--- src/rtl/apb_controller.sv ---
// ---------------------------------------------------------------------------
// apb_controller
//   AHB-to-APB bridge control FSM. It accepts an AHB address phase and runs
//   one APB transfer: a single setup cycle followed by a single enable cycle.
//   Reads take READ -> RENABLE. Writes take WWAIT -> WRITE -> WENABLE, where
//   WWAIT gives the AHB write data time to arrive. A new request seen in
//   RENABLE or WENABLE starts the next transfer with no IDLE cycle between.
//
// Ports
//   Hclk       in   1   system clock, rising edge
//   Hresetn    in   1   asynchronous active-low reset
//   valid      in   1   AHB transfer request (address phase)
//   Hwrite     in   1   1 = write, 0 = read, sampled with valid
//   Haddr      in  32   AHB address, sampled with valid
//   tempselx   in   3   one-hot peripheral select, sampled with valid
//   Hwdata     in  32   AHB write data, one cycle after the address phase
//   Prdata     in  32   read data returned by the APB side
//   Pwrite     out  1   APB direction (registered)
//   Penable    out  1   APB enable strobe (registered)
//   Pselx      out  3   APB one-hot select (registered)
//   Paddr      out 32   APB address (registered, holds between transfers)
//   Pwdata     out 32   APB write data (registered, holds between transfers)
//   Hreadyout  out  1   AHB ready back to master (registered)
//   Hrdata     out 32   AHB read data, Prdata while in RENABLE, else 0
// ---------------------------------------------------------------------------
module apb_controller (
  input  logic        Hclk,
  input  logic        Hresetn,
  input  logic        valid,
  input  logic        Hwrite,
  input  logic [31:0] Haddr,
  input  logic [2:0]  tempselx,
  input  logic [31:0] Hwdata,
  input  logic [31:0] Prdata,
  output logic        Pwrite,
  output logic        Penable,
  output logic [2:0]  Pselx,
  output logic [31:0] Paddr,
  output logic [31:0] Pwdata,
  output logic        Hreadyout,
  output logic [31:0] Hrdata
);

  typedef enum logic [2:0] {
    IDLE    = 3'd0,
    READ    = 3'd1,
    RENABLE = 3'd2,
    WWAIT   = 3'd3,
    WRITE   = 3'd4,
    WENABLE = 3'd5
  } state_t;

  state_t     state;
  logic [2:0] sel_q;   // select latched at the address phase
  logic       start;

  // A request with no peripheral selected is not a transfer at all.
  assign start = valid && (tempselx != 3'b000);

  // Read data passes straight through only during the enable cycle of a read.
  always_comb begin
    Hrdata = (state == RENABLE) ? Prdata : 32'h0;
  end

  // Outputs are assigned alongside the state they belong to, so every output
  // reflects the state being entered and comes straight from a flop.
  // NOTE: sequential state uses non-blocking assignments only; a blocking
  // assignment here would let later statements in the same block see the
  // new value and break the flop-to-flop behaviour.
  always_ff @(posedge Hclk or negedge Hresetn) begin
    if (!Hresetn) begin
      state     <= IDLE;
      sel_q     <= 3'b000;
      Pselx     <= 3'b000;
      Penable   <= 1'b0;
      Pwrite    <= 1'b0;
      Paddr     <= 32'h0;
      Pwdata    <= 32'h0;
      Hreadyout <= 1'b1;
    end else begin
      case (state)
        // Decision points: idle, or the last cycle of a transfer.
        IDLE, RENABLE, WENABLE: begin
          Penable <= 1'b0;
          if (start) begin
            Paddr     <= Haddr;
            sel_q     <= tempselx;
            Hreadyout <= 1'b0;
            if (Hwrite) begin
              // Wait for the data phase before selecting the peripheral.
              state  <= WWAIT;
              Pselx  <= 3'b000;
              Pwrite <= 1'b0;
            end else begin
              state  <= READ;
              Pselx  <= tempselx;
              Pwrite <= 1'b0;
            end
          end else begin
            state     <= IDLE;
            Pselx     <= 3'b000;
            Pwrite    <= 1'b0;
            Hreadyout <= 1'b1;
          end
        end

        READ: begin
          state     <= RENABLE;
          Pselx     <= sel_q;
          Pwrite    <= 1'b0;
          Penable   <= 1'b1;
          Hreadyout <= 1'b1;
        end

        // Hwdata is valid now, one cycle after the address phase.
        WWAIT: begin
          state     <= WRITE;
          Pwdata    <= Hwdata;
          Pselx     <= sel_q;
          Pwrite    <= 1'b1;
          Penable   <= 1'b0;
          Hreadyout <= 1'b0;
        end

        WRITE: begin
          state     <= WENABLE;
          Pselx     <= sel_q;
          Pwrite    <= 1'b1;
          Penable   <= 1'b1;
          Hreadyout <= 1'b1;
        end

        default: begin
          state     <= IDLE;
          Pselx     <= 3'b000;
          Penable   <= 1'b0;
          Pwrite    <= 1'b0;
          Hreadyout <= 1'b1;
        end
      endcase
    end
  end

endmodule

--- config.mk ---
export PLATFORM = sky130hd
export DESIGN_NAME = apb_controller
export DESIGN_NICKNAME = d
export VERILOG_FILES = /design/src/rtl/apb_controller.sv
export SDC_FILE = /design/constraint.sdc
export NUM_CORES = 1
export LEC_CHECK = 0
export CORE_MARGIN = 8
export CORE_UTILIZATION = 33
export CTS_BUF_LIST = sky130_fd_sc_hd__clkbuf_16
export DETAILED_ROUTE_END_ITERATION = 16
export PLACE_DENSITY = 0.88
export SLEW_MARGIN = 20
export SYNTH_ARGS = -nofsm -noshare
export SYNTH_HDL_FRONTEND = slang
export SYNTH_SLANG_ARGS = --single-unit
--- constraint.sdc ---
create_clock -name Hclk -period 1.42 [get_ports Hclk]
set_clock_uncertainty 0.05 [all_clocks]
set_input_delay 0.284 -clock Hclk [delete_from_list [all_inputs] [get_ports Hclk]]
set_output_delay 0.284 -clock Hclk [all_outputs]
set_load 0.1 [all_outputs]
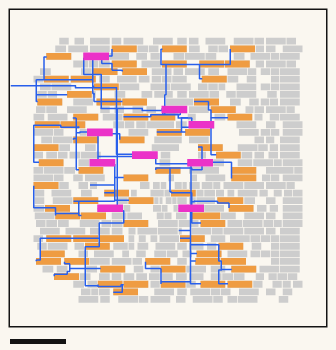
Fig. 1. Clock distribution.
Scale bar: 20 um.
clock wires -> blue  # length 943 um
cells driving clock nets -> magenta  # count 9
flip-flops -> orange  # count 75
routed clock nets = 10

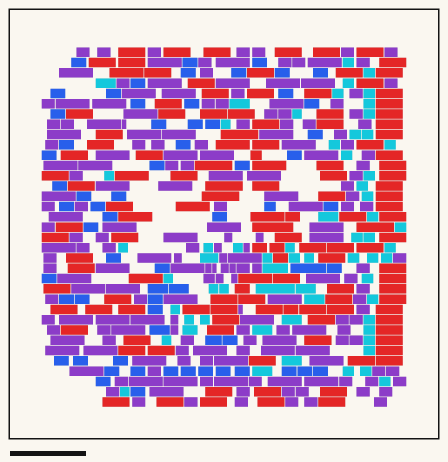
Fig. 2. Sizing map.
Scale bar: 20 um.
drive 1 or less -> purple  # cells 194, share 43%
drive 2 -> blue  # cells 64, share 14%
drive 6 and up -> red  # cells 129, share 29%
drive 3 to 4 -> cyan  # cells 63, share 14%

==> reports/results.ini <==
[synth]
common_cells = dfrtp_1, mux2_2, and2_1
synthTopCellsByArea = dfrtp_1, mux2_2, and2_1, mux2_4, nand2b_1
yosys_area_um2 = 3120
logic_family = multiplexers
most_common_cell = dfrtp_1
simple_gate_area_share_pct = 9.80
synth_cells = 212
fa_ha_area_share_pct = 0
ys_warn_count = 0
syn_area_um2 = 3120
ff_type = dfrtp_1
synth_flop_count = 75
synth.distinct_cells = 23

[cells_and_area]
nNonClkBuffers = 234
logic_area_um2 = 1290
seq_share_pct = 26.6
fin_area_um2 = 7080
final_nets = 548
top_regs = Paddr (32), Pwdata (32)
multiInputCombCellCount = 125
mostFrequentLayoutCell = buf_12
comb_area_share_pct = 18.3
mostFrequentLayoutCells = buf_12, clkdlybuf4s50_1, dfrtp_1
n_all_inverters = 0
num-fill-cells = 540
dominant_cells = buffers

[floorplanning]
die-area_um2 = 12800

[worst_setup_path]
critPathKind = reg -> out
timing.rr.end = Paddr[24]
rrSetupSlack_ns = -0.46
slowest_delay_ns = 0.49
startpoint_type = register
crit_required_ns = 1.09
cpMostUsedCell = buf_12
cpLargestDelayFamily = flip-flops

[sta]
tightest_slew_ns = 0.374
whs_ns = 0.350
finalHoldViolCount = 0
grt_setup_unrepaired = yes
max_freq_mhz = 514
setup_ws_ns = -0.525
min_period_ns = 1.94
setup_viol = 105

[route]
wl_met3_mm = 1.05
wl_mm = 11.7
avgViaCountPerCell = 4.69
dr.pass1.iters = 4
vias = 2630
wl_met1_mm = 4.15
routed.top_layer = met4

[clocking]
ctsRootBufferMaster = clkbuf_16
cts.sinks = 75
insertion_delay_ns = 0.33
cts-hold-fix-buffers = 1

[global_routing]
grt_pass1_wl_mm = 18.1
antenna_found_initial = 0
top_usage_layer = met2

[outcome]
outcome = complete, but fails checks
violations = negative setup slack

[place]
dpl_cell_area_um2 = 6560

